[src/rtl/adder_share_arbiter.sv]
// One adder shared by NUM_REQ round-robin requesters; one registered result slot.
// 1-cycle latency; out_valid & !out_ready stalls the slot and withholds every req_ready.
module adder #(
  parameter int WIDTH = 32
) (
  input  logic [WIDTH-1:0] a,
  input  logic [WIDTH-1:0] b,
  output logic [WIDTH-1:0] sum,
  output logic             cout
);
  assign {cout, sum} = {1'b0, a} + {1'b0, b};
endmodule

module adder_share_arbiter #(
  parameter int WIDTH   = 32,
  parameter int NUM_REQ = 4,
  parameter int TAG_W   = 6,
  parameter int ID_W    = $clog2(NUM_REQ)
) (
  input  logic                     clk,
  input  logic                     rst,
  input  logic [NUM_REQ-1:0]       req_valid,
  output logic [NUM_REQ-1:0]       req_ready,
  input  logic [NUM_REQ*WIDTH-1:0] req_a,
  input  logic [NUM_REQ*WIDTH-1:0] req_b,
  input  logic [NUM_REQ*TAG_W-1:0] req_tag,
  output logic                     out_valid,
  input  logic                     out_ready,
  output logic [WIDTH-1:0]         out_sum,
  output logic                     out_cout,
  output logic [ID_W-1:0]          out_id,
  output logic [TAG_W-1:0]         out_tag,
  output logic [31:0]              op_count
);

  logic [ID_W-1:0]  rr_ptr;
  logic             can_accept;
  logic             grant_vld;
  logic [ID_W-1:0]  grant_idx;
  logic [ID_W-1:0]  scan_idx;
  logic [WIDTH-1:0] win_a;
  logic [WIDTH-1:0] win_b;
  logic [TAG_W-1:0] win_tag;
  logic [WIDTH-1:0] add_sum;
  logic             add_cout;

  assign can_accept = !out_valid || out_ready;

  // Scan from rr_ptr; NUM_REQ is a power of two so the index wraps naturally.
  always_comb begin
    grant_vld = 1'b0;
    grant_idx = '0;
    scan_idx  = '0;
    for (int k = 0; k < NUM_REQ; k++) begin
      scan_idx = rr_ptr + ID_W'(k);
      if (!grant_vld && req_valid[scan_idx]) begin
        grant_vld = 1'b1;
        grant_idx = scan_idx;
      end
    end
    if (!can_accept || rst) begin
      grant_vld = 1'b0;
    end
  end

  always_comb begin
    req_ready = '0;
    if (grant_vld) begin
      req_ready[grant_idx] = 1'b1;
    end
  end

  // Only the winner's slice reaches the adder, so junk on other lanes cannot leak out.
  always_comb begin
    win_a   = '0;
    win_b   = '0;
    win_tag = '0;
    for (int i = 0; i < NUM_REQ; i++) begin
      if (grant_vld && grant_idx == ID_W'(i)) begin
        win_a   = req_a[i*WIDTH +: WIDTH];
        win_b   = req_b[i*WIDTH +: WIDTH];
        win_tag = req_tag[i*TAG_W +: TAG_W];
      end
    end
  end

  adder #(.WIDTH(WIDTH)) u_adder (
    .a    (win_a),
    .b    (win_b),
    .sum  (add_sum),
    .cout (add_cout)
  );

  always_ff @(posedge clk) begin
    if (rst) begin
      out_valid <= 1'b0;
      out_sum   <= '0;
      out_cout  <= 1'b0;
      out_id    <= '0;
      out_tag   <= '0;
      op_count  <= '0;
      rr_ptr    <= '0;
    end else begin
      if (out_valid && out_ready) begin
        op_count <= op_count + 32'd1;
      end
      if (grant_vld) begin
        out_valid <= 1'b1;
        out_sum   <= add_sum;
        out_cout  <= add_cout;
        out_id    <= grant_idx;
        out_tag   <= win_tag;
        rr_ptr    <= grant_idx + ID_W'(1);
      end else if (out_ready) begin
        out_valid <= 1'b0;
      end
    end
  end

endmodule

[config.mk]
export PLATFORM = sky130hd
export DESIGN_NAME = adder_share_arbiter
export DESIGN_NICKNAME = d
export VERILOG_FILES = /design/src/rtl/adder_share_arbiter.sv
export SDC_FILE = /design/constraint.sdc
export NUM_CORES = 1
export LEC_CHECK = 0
export CAP_MARGIN = 40
export CORE_UTILIZATION = 30
export DETAILED_ROUTE_END_ITERATION = 10
export GPL_TIMING_DRIVEN = 0
export PLACE_DENSITY = 0.67
export REMOVE_ABC_BUFFERS = 1
export SYNTH_ARGS = -nofsm -noshare
export SYNTH_HDL_FRONTEND = slang
export SYNTH_SLANG_ARGS = --single-unit
[constraint.sdc]
create_clock -name clk -period 4.1 [get_ports clk]
set_input_delay 0.41 -clock clk [delete_from_list [all_inputs] [get_ports clk]]
set_output_delay 0.41 -clock clk [all_outputs]
set_load 0.05 [all_outputs]
==> impl_metrics.env, run 1 <==
# physical design summary
export IMPL_drt_iter0_drc=511
export IMPL_slew_viol_final=0
export IMPL_yosys_area_um2=6850
export IMPL_cts_sinks=76
export IMPL_yosys_stat_seqShare_pct=22.2
export IMPL_dp_slack_ns=-2.10
export IMPL_synth_cellmix_simpleShare_pct=21.5
export IMPL_ff2ff_path_depth=22
export IMPL_synth_most_common_cell="o21ai_0"
export IMPL_violations="negative setup slack"
export IMPL_final_common_cell="clkdlybuf4s50_1"
export IMPL_layout_top_cells="clkdlybuf4s50_1, nand2_1, o21ai_0"
export IMPL_cp_depth=22
export IMPL_fin_area_um2=12400
export IMPL_dieArea_um2=23400
export IMPL_dieWidth_um=153
export IMPL_wl_per_cell_um=19.9
export IMPL_outcome="complete, but fails checks"
export IMPL_dp_cells=1524
export IMPL_biggestRegsByFlops="op_count: 32 flops, out_sum: 32 flops, out_tag: 6 flops"
export IMPL_async_reset_ff_share_pct=0
export IMPL_finalSetupViolCount=16
export IMPL_timing_final_ws_setup_ns=-0.218
export IMPL_ant_nets=0
-- run 1: power breakdown --
part / switching [mW] / internal, mW
sequential: 0.0592 / 0.841
combinational: 1.54 / 1.28
clock: 0.358 / 0.543
-- run 1: metal layers --
metal  part of all wire, %  track usage [%]  vias to the layer above
met5                 0.040                0                        -
met4                   3.0             11.0                        2
met3                   5.2             4.59                       45
met2                    50             46.0                      340
met1                    41             30.6                     4304
li1                      -                -                     4309
-- run 1: layout make-up --
type | count | share of cell area (%)
antenna | 3 | 0.0607
inverter | 20 | 0.749
clock buffer | 9 | 1.82
tap | 280 | 2.83
clock inverter | 7 | 0.850
multi-input combinational | 782 | 44.4
timing repair buffer | 446 | 36.9
sequential | 76 | 12.4
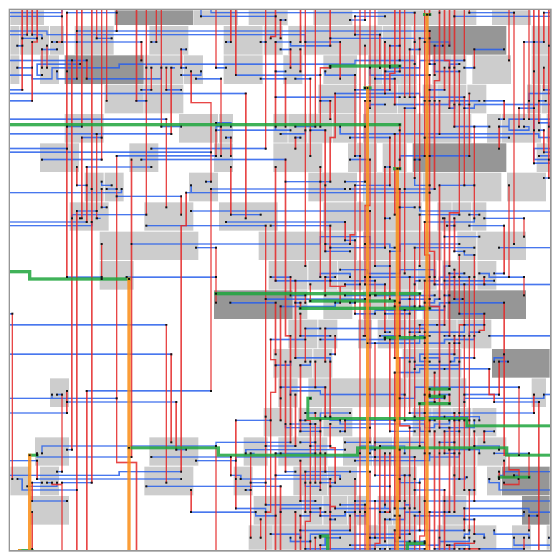
run_1/zoom.png
Region (52, 82) to (102, 132) µm. Cells in grey, sequential cells in the stronger grey; small squares are vias.
[met2] red
[met4] orange
[met1] blue
[met3] green
cells with their middle in the window: 152
sequential cells in the window: 8
most frequent: clkdlybuf4s50_1 (16), o21ai_0 (15), nand2_1 (12)
netlist names of flops here include: `out_sum` (3), `out_tag` (2)

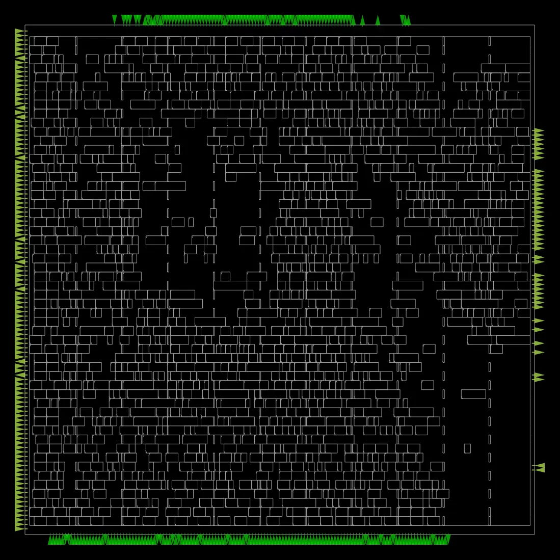
run_1/final_placement.png
fraction of area in registers: 12.4%
Core ar.: 22100 µm²
FILL cells: 2035
Rows: 54

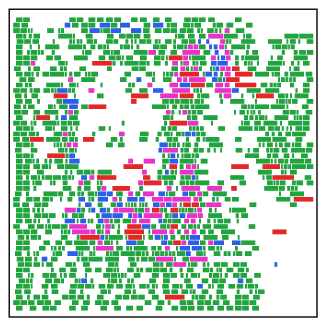
run_1/drive_strength.png
Scale: 2 px per µm.
[drive 2] blue | cells: 84 | share: 6.3%
[drive 1 or less] green | cells: 1116 | share: 83%
[drive 6 and up] red | cells: 42 | share: 3.1%
[drive 3 to 4] magenta | cells: 98 | share: 7.3%

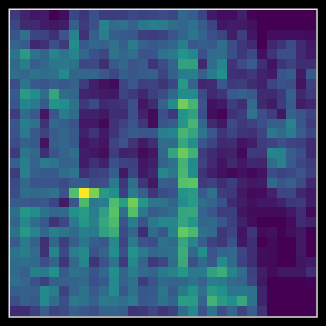
run_1/wire_density.png
Scale: 2 px per µm. 31 x 31 tiles, from dark purple (low) to yellow (high), scaled to the fullest tile. Values are wire area over tile area, all layers added.
tiles over half the peak: 7.0%
fullest tile: 0.84
nearly empty tiles: 5.3%
mean over tiles: 0.22
densest ninth of the die: south

==> run 2, diff against run 1 <==
- PLACE_DENSITY: 0.67 -> 0.76
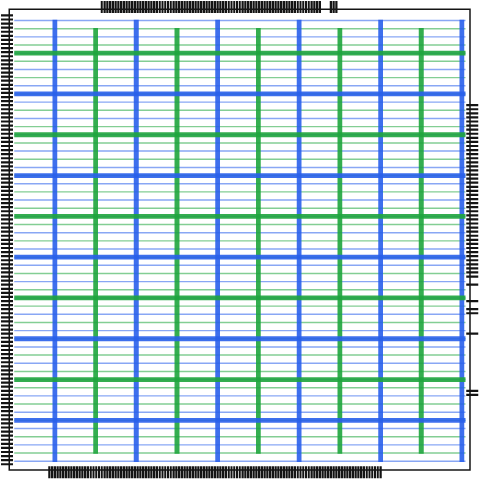
run_2/pdn.png
Scale: 3 px per µm. Pins as bars on the die edge.
[VDD] green
[VSS] blue
met5 straps: 10
met4 straps: 11
rows: 54
met1 rails: 55

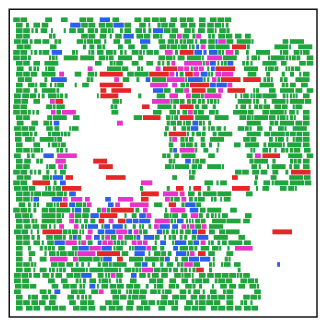
run_2/drive_strength.png
Scale: 2 px per µm.
[drive 1 or less] green | cells: 1121 | share: 83%
[drive 6 and up] red | cells: 49 | share: 3.6%
[drive 2] blue | cells: 82 | share: 6.1%
[drive 3 to 4] magenta | cells: 96 | share: 7.1%

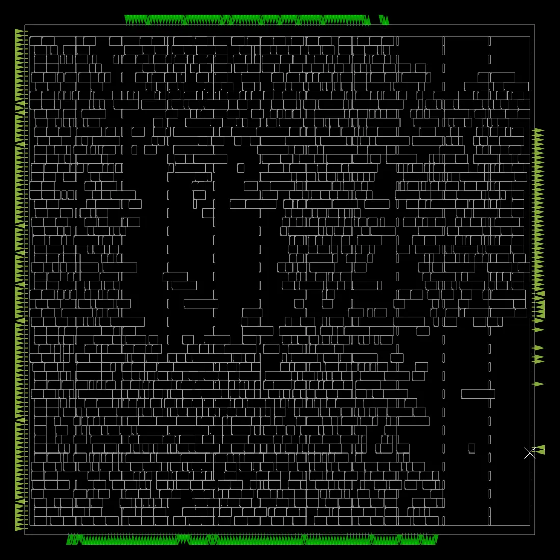
run_2/final_placement.png
FILL cells: 1984
final design utilization: 56.5%
fraction of area in registers: 12.2%
registers: 76
tap cells: 280

==> impl_metrics.env, run 2 <==
# physical design summary
export IMPL_violations="design-rule violations, negative setup slack"
export IMPL_use_met1_pct=31.9
export IMPL_inv_count=21
export IMPL_dp_cells=1524
export IMPL_netSwitchingPower_mw=2.03
export IMPL_layout_top_cells="clkdlybuf4s50_1, nand2_1, o21ai_0"
export IMPL_nNonClkBuffers=452
export IMPL_use_met3_pct=4.88
export IMPL_ff2ff_path_depth=23
export IMPL_grt_util_met2_pct=49.7
export IMPL_final_common_cell="clkdlybuf4s50_1"
export IMPL_drc_errors=2
export IMPL_timing_final_ws_setup_ns=-0.260
export IMPL_clkPwrFrac_pct=17.6
export IMPL_slew_viol_final=0
export IMPL_n_clock_buffer=9
export IMPL_wl_met2_um=16800
export IMPL_highest_layer="met5"
export IMPL_intPower_mw=2.58
export IMPL_dp_slack_ns=-2.44
export IMPL_yosys_area_um2=6850
export IMPL_finalSetupViolCount=18
export IMPL_sequentialPower_uw=897
export IMPL_drt_iter0_drc=601
export IMPL_dieArea_um2=23400
export IMPL_outcome="complete, but fails checks"
export IMPL_comb_cells=783
export IMPL_dominant_cells="logic gates"
run 2: worst max-delay path, stage by stage (launching register included):
cell and delay (ns):
dfxtp_4 0.38, nor2_4 0.04, a21oi_2 0.10, nor2_1 0.06
a221oi_2 0.21, and2_4 0.24, inv_4 0.06, ha_4 0.17
and3b_4 0.23, buf_6 0.15, buf_16 0.13, a221o_1 0.33
o21ai_1 0.09, o21ai_2 0.11, ha_1 0.34, buf_4 0.14
buf_4 0.12, nand2_1 0.08, nor3_1 0.21, o21ai_0 0.13
a21oi_2 0.29, nor2_2 0.08, or4_1 0.41, a31oi_1 0.15
Power is estimated from default activity; no workload was simulated.
